**Clock wiring as the flow saved it**

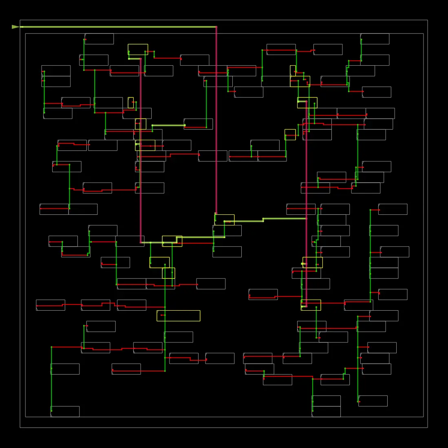
**Signal wires on met4**

Supply wires on this layer in grey.
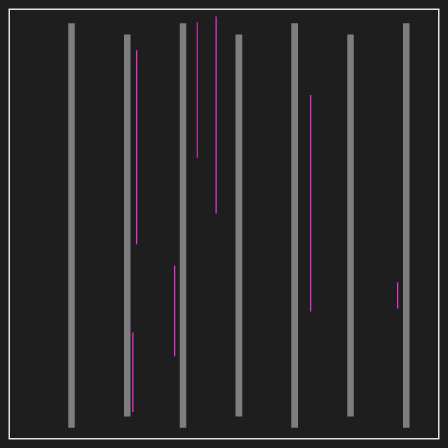
**Routed clock nets over the placement**

The bar under the picture is 20 microns long.
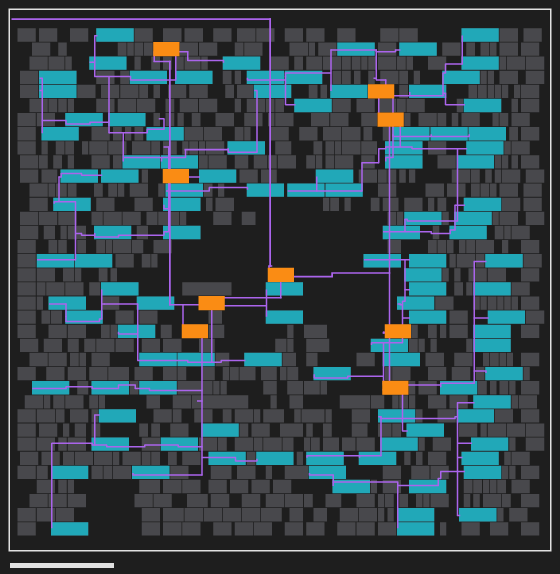
**src/rtl/psram_req_sched_pkg.sv**
```systemverilog
// Shared types for the PSRAM request scheduler.
//   sched_state_e : scheduler FSM states (2 bit)
//   req_id_e      : requester identity of the transaction in flight
package psram_req_sched_pkg;

  typedef enum logic [1:0] {
    StIdle  = 2'd0,
    StIssue = 2'd1,
    StBusy  = 2'd2,
    StGap   = 2'd3
  } sched_state_e;

  typedef enum logic [1:0] {
    ReqCfg = 2'd0,
    ReqWr  = 2'd1,
    ReqRd  = 2'd2
  } req_id_e;

  localparam int unsigned DataW = 32;
  localparam int unsigned CfgW  = 8;

endpackage

```
**src/rtl/psram_req_sched_rr_arb2.sv**
```systemverilog
// Two-way round-robin arbiter with gated pointer update.
//   clk_i, rst_n_i : clock, synchronous active-low reset
//   req_i[1:0]     : requests (0 = write path, 1 = read path)
//   upd_i          : advance the pointer past the current winner
//   gnt_o[1:0]     : combinational one-hot grant
// After reset the write path (index 0) has priority.
module psram_req_sched_rr_arb2 (
  input  logic       clk_i,
  input  logic       rst_n_i,
  input  logic [1:0] req_i,
  input  logic       upd_i,
  output logic [1:0] gnt_o
);

  logic ptr_q, ptr_d;

  always_comb begin
    gnt_o = 2'b00;
    if (!ptr_q) begin
      if (req_i[0])      gnt_o = 2'b01;
      else if (req_i[1]) gnt_o = 2'b10;
    end else begin
      if (req_i[1])      gnt_o = 2'b10;
      else if (req_i[0]) gnt_o = 2'b01;
    end
  end

  always_comb begin
    ptr_d = ptr_q;
    if (upd_i) begin
      if (gnt_o[0])      ptr_d = 1'b1;
      else if (gnt_o[1]) ptr_d = 1'b0;
    end
  end

  always_ff @(posedge clk_i) begin
    if (!rst_n_i) ptr_q <= 1'b0;
    else          ptr_q <= ptr_d;
  end

endmodule

```
**src/rtl/psram_req_sched.sv**
```systemverilog
// PSRAM request scheduler: serialises cfg / AXI-write / AXI-read transactions onto psram_core.
// cfg has strict priority, write and read share a round-robin slot. One transaction at a time:
// IDLE -> ISSUE (start + grant) -> BUSY (wait core done) -> GAP (MIN_GAP idle cycles) -> IDLE.
// Ports: cfg_* / wr_* / rd_* requester handshakes, core_* launch interface toward psram_core,
// busy_o (state != IDLE), err_o (sticky timeout).
// Optional feature: define PSRAM_SCHED_TMO_EN to abort a BUSY transaction after TMO_CYC cycles
// (owner gets a done pulse with zero data, err_o sets). Without it err_o is tied low.
module psram_req_sched
  import psram_req_sched_pkg::*;
#(
  parameter int unsigned ADDR_WIDTH = 24,
  parameter int unsigned MIN_GAP    = 4,
  parameter int unsigned TMO_CYC    = 1024
) (
  input  logic                  clk_i,
  input  logic                  rst_n_i,
  input  logic                  en_i,
  input  logic                  cfg_req_i,
  input  logic                  cfg_we_i,
  input  logic [CfgW-1:0]       cfg_ma_i,
  input  logic [CfgW-1:0]       cfg_wdat_i,
  output logic                  cfg_gnt_o,
  output logic                  cfg_done_o,
  output logic [CfgW-1:0]       cfg_rdat_o,
  input  logic                  wr_req_i,
  input  logic [ADDR_WIDTH-1:0] wr_addr_i,
  input  logic [DataW-1:0]      wr_dat_i,
  output logic                  wr_gnt_o,
  output logic                  wr_done_o,
  input  logic                  rd_req_i,
  input  logic [ADDR_WIDTH-1:0] rd_addr_i,
  output logic                  rd_gnt_o,
  output logic                  rd_done_o,
  output logic [DataW-1:0]      rd_dat_o,
  output logic                  core_start_o,
  output logic                  core_cflg_o,
  output logic                  core_wr_o,
  output logic [ADDR_WIDTH-1:0] core_addr_o,
  output logic [DataW-1:0]      core_wdat_o,
  input  logic                  core_done_i,
  input  logic [DataW-1:0]      core_rdat_i,
  output logic                  busy_o,
  output logic                  err_o
);

  localparam int unsigned GapW = (MIN_GAP > 1) ? $clog2(MIN_GAP) : 1;

  sched_state_e          state_q, state_d;
  req_id_e               owner_q, owner_d;
  logic                  cflg_q, cflg_d, wr_q, wr_d, done_q, done_d;
  logic [ADDR_WIDTH-1:0] addr_q, addr_d;
  logic [DataW-1:0]      wdat_q, wdat_d, rd_dat_q, rd_dat_d;
  logic [CfgW-1:0]       cfg_rdat_q, cfg_rdat_d;
  logic [GapW-1:0]       gap_cnt_q, gap_cnt_d;

  logic       launch, tmo_fire, cap;
  logic [1:0] arb_gnt;
  logic [DataW-1:0] cap_dat;

  // Arbitration is only evaluated in IDLE; a cfg win must not disturb the wr/rd pointer.
  assign launch = (state_q == StIdle) && en_i && (cfg_req_i || wr_req_i || rd_req_i);

  psram_req_sched_rr_arb2 u_arb (
    .clk_i   (clk_i),
    .rst_n_i (rst_n_i),
    .req_i   ({rd_req_i, wr_req_i}),
    .upd_i   (launch && !cfg_req_i),
    .gnt_o   (arb_gnt)
  );

  always_comb begin
    state_d    = state_q;
    owner_d    = owner_q;
    cflg_d     = cflg_q;
    wr_d       = wr_q;
    addr_d     = addr_q;
    wdat_d     = wdat_q;
    rd_dat_d   = rd_dat_q;
    cfg_rdat_d = cfg_rdat_q;
    done_d     = 1'b0;
    gap_cnt_d  = '0;
    cap        = 1'b0;
    cap_dat    = '0;
    unique case (state_q)
      StIdle: begin
        if (launch) begin
          state_d = StIssue;
          if (cfg_req_i) begin
            owner_d = ReqCfg;
            cflg_d  = 1'b1;
            wr_d    = cfg_we_i;
            addr_d  = ADDR_WIDTH'(cfg_ma_i);
            wdat_d  = {24'd0, cfg_wdat_i};
          end else if (arb_gnt[0]) begin
            owner_d = ReqWr;
            cflg_d  = 1'b0;
            wr_d    = 1'b1;
            addr_d  = wr_addr_i;
            wdat_d  = wr_dat_i;
          end else begin
            owner_d = ReqRd;
            cflg_d  = 1'b0;
            wr_d    = 1'b0;
            addr_d  = rd_addr_i;
            wdat_d  = '0;
          end
        end
      end
      StIssue: state_d = StBusy;
      StBusy: begin
        if (core_done_i) begin
          cap     = 1'b1;
          cap_dat = core_rdat_i;
        end else if (tmo_fire) begin
          cap = 1'b1;
        end
      end
      StGap: begin
        if (int'(gap_cnt_q) + 1 >= int'(MIN_GAP)) state_d = StIdle;
        else gap_cnt_d = gap_cnt_q + GapW'(1);
      end
      default: state_d = StIdle;
    endcase
    // Completion (normal or aborted): registered done pulse, capture read data for the owner.
    if (cap) begin
      done_d  = 1'b1;
      state_d = (MIN_GAP == 0) ? StIdle : StGap;
      if (owner_q == ReqCfg) cfg_rdat_d = cap_dat[CfgW-1:0];
      if (owner_q == ReqRd)  rd_dat_d   = cap_dat;
    end
  end

  always_ff @(posedge clk_i) begin
    if (!rst_n_i) begin
      state_q    <= StIdle;
      owner_q    <= ReqCfg;
      cflg_q     <= 1'b0;
      wr_q       <= 1'b0;
      addr_q     <= '0;
      wdat_q     <= '0;
      rd_dat_q   <= '0;
      cfg_rdat_q <= '0;
      done_q     <= 1'b0;
      gap_cnt_q  <= '0;
    end else begin
      state_q    <= state_d;
      owner_q    <= owner_d;
      cflg_q     <= cflg_d;
      wr_q       <= wr_d;
      addr_q     <= addr_d;
      wdat_q     <= wdat_d;
      rd_dat_q   <= rd_dat_d;
      cfg_rdat_q <= cfg_rdat_d;
      done_q     <= done_d;
      gap_cnt_q  <= gap_cnt_d;
    end
  end

`ifdef PSRAM_SCHED_TMO_EN
  logic [15:0] tmo_cnt_q, tmo_cnt_d;
  logic        err_q, err_d;

  // Counter is cleared outside BUSY, so it restarts from zero for every transaction.
  assign tmo_fire  = (state_q == StBusy) && !core_done_i && (tmo_cnt_q == 16'(TMO_CYC - 1));
  assign tmo_cnt_d = (state_q == StBusy) ? tmo_cnt_q + 16'd1 : 16'd0;
  assign err_d     = err_q || tmo_fire;

  always_ff @(posedge clk_i) begin
    if (!rst_n_i) begin
      tmo_cnt_q <= '0;
      err_q     <= 1'b0;
    end else begin
      tmo_cnt_q <= tmo_cnt_d;
      err_q     <= err_d;
    end
  end

  assign err_o = err_q;
`else
  logic unused_tmo;
  assign unused_tmo = ^TMO_CYC;
  assign tmo_fire   = 1'b0;
  assign err_o      = 1'b0;
`endif

  assign core_start_o = (state_q == StIssue);
  assign cfg_gnt_o    = core_start_o && (owner_q == ReqCfg);
  assign wr_gnt_o     = core_start_o && (owner_q == ReqWr);
  assign rd_gnt_o     = core_start_o && (owner_q == ReqRd);
  assign cfg_done_o   = done_q && (owner_q == ReqCfg);
  assign wr_done_o    = done_q && (owner_q == ReqWr);
  assign rd_done_o    = done_q && (owner_q == ReqRd);
  assign cfg_rdat_o   = cfg_rdat_q;
  assign rd_dat_o     = rd_dat_q;
  assign core_cflg_o  = cflg_q;
  assign core_wr_o    = wr_q;
  assign core_addr_o  = addr_q;
  assign core_wdat_o  = wdat_q;
  assign busy_o       = (state_q != StIdle);

endmodule

```
**config.mk**
```make
export PLATFORM = sky130hd
export DESIGN_NAME = psram_req_sched
export DESIGN_NICKNAME = d
export VERILOG_FILES = /design/src/rtl/psram_req_sched_pkg.sv /design/src/rtl/psram_req_sched_rr_arb2.sv /design/src/rtl/psram_req_sched.sv
export SDC_FILE = /design/constraint.sdc
export NUM_CORES = 1
export LEC_CHECK = 0
export CORE_UTILIZATION = 42
export CTS_CLUSTER_SIZE = 8
export DETAILED_ROUTE_END_ITERATION = 7
export PLACE_DENSITY = 0.84
export SYNTH_ARGS = -nofsm -noshare
export SYNTH_HDL_FRONTEND = slang
export SYNTH_HIERARCHICAL = 1
export SYNTH_SLANG_ARGS = --single-unit
```
**constraint.sdc**
```tcl
create_clock -name clk_i -period 4.4 [get_ports clk_i]
set_input_delay 0.88 -clock clk_i [delete_from_list [all_inputs] [get_ports clk_i]]
set_output_delay 0.88 -clock clk_i [all_outputs]
set_load 0.02 [all_outputs]
```
==> reports/metrics.cfg <==
[outcome]
status=finished clean

[worst_setup_path]
cp_max_fo=4
worst-path-buf-inv=3
worstReg2RegStart=state_q[0]
critPathMostFrequentCell=inv_1
r2r_end=rd_dat_o[9]
crit_family=buffers and inverters
crit_path_end_kind=output pin
rr_worst_depth=5
worst_ep_arrival_time_ns=1.94
worstSetupPathType=reg2out
worst_setup_path_start_kind=register
cp.required_ns=3.52
crit_slowest_cell=clkdlybuf4s50_1

[global_routing]
gr-usage-met2_pct=43.8
grtUsageMet3_pct=6.77
grt-busiest-layer=met2
grt_pass1_wl_mm=20.7
grt-ovfl-total=0
grt_pass1_vias=4252
grt_max_degree=48
antenna_found_initial=0
grt_usage_pct=23.9

[power_and_ir_drop]
power_uw=2490
switching_power_uw=799
p_seq_uw=1090
power.group.top=registers
comb_power_uw=815
combPwrFrac_pct=32.8
total_leakage_power_uw=0.00248
share_seq_of_total_power_pct=43.8
p_int_uw=1690
p_sw_share_pct=32.1

[finish]
finish.utilization_pct=70.3
fin_area_sq_mm=0.00700
diodes=0
most-common-layout-cells=clkdlybuf4s50_1, nand2_1, dfxtp_1
fin_cells=867
drive_above_1_share_pct=4.77
nets=871

[clocking]
cts_htree_levels=3
cts_tree=done
clock_path_buffers=2
cts_resized=0
root_buffer=clkbuf_8
cts_setup_buffers=0
clk_pin_slew_worst_paths_ns=0.09

[floorplanning]
die-area_sq_mm=0.0108
io_pins=243
initial_core_util_pct=44.0
rows=36
coreArea_sq_mm=0.00995
die_x_microns=104

[worst_hold_path]
hold_start=gap_cnt_q[0]
hold_path_depth=1
hold-path-endpoint=gap_cnt_q[0]
min_path_type=reg2reg

[synthesis]
synth_area_sq_mm=0.00438
ys_warn_count=6
syn_inst=514

[timing]
period_minus_slack_ns=2.82
fmax_mhz=355
tightest_slew_ns=1.12
relSlewSlack_pct=25.4
fin_ws_ns=1.58
min_period_over_period_pct=64.0
setup_viol=0

[job]
warning_count=29
cap_violations=0

[placed_design]
post-place-ws_ns=1.45
routabilityCongestion=0.797
io_buffers=241
place_hpwl_mm=9.70
dpl_cell_area_sq_mm=0.00681
dp.cells=852

[routing]
via_per_inst=5.15
dr.pass1.iters=5
top_layer_used=met4
drtIter0Drc=247
drc=0
dr_wl_met3_mm=1.07
ant_nets=0

Back to the opening pictures, 'clock wiring as the flow saved it':
total CTS buffers: 9
Final Skew: 0.0135 ns
clock sinks: 106
# clk buffers: 11

Back to the opening pictures, 'signal wires on met4':
wire length on this layer: 226 microns
share of all routed wire: 1.7%
Vias: 4462
Routed WL: 13.3 mm

Back to the opening pictures, 'routed clock nets over the placement':
legend:
  clock wires:
    colour: purple
    length: 1190 microns
  cells driving clock nets:
    colour: orange
    count: 9
  flip-flops:
    colour: cyan
    count: 106
flops lie: all over the die
Clk. pwr: 583 uW
Latency at later pin: 0.36 ns
clock group share of total power: 23.4%

worst max path at each step:
stage                          end  slack [ns]       start
finish                    wr_gnt_o        1.58  state_q[1]
global route              wr_gnt_o        1.45  state_q[1]
CTS                       wr_gnt_o        1.55  state_q[0]
detailed placement     rd_dat_o[9]        1.45     rst_n_i
global placement    core_addr_o[6]        1.50    wr_req_i
floorplan                 wr_gnt_o        2.17  state_q[1]
cell type report:
class                           instances  area (sq um)
Timing Repair Buffer                  250          2470
Inverter                                6          22.5
Fill cell                             756          2960
Clock buffer                           11           131
Clock inverter                          4          53.8
Multi-Input combinational cell        357          2030
Sequential cell                       106          2120
Tap cell                              133           166
worst reg2reg max path, stage by stage, from the launching register on:
cell     delay [ns]
dfxtp_1        0.35
inv_1          0.09
ha_1           0.20
and4b_1        0.96
nand2_1        0.19
a21oi_1        0.20
Power is estimated from default activity; no workload was simulated.
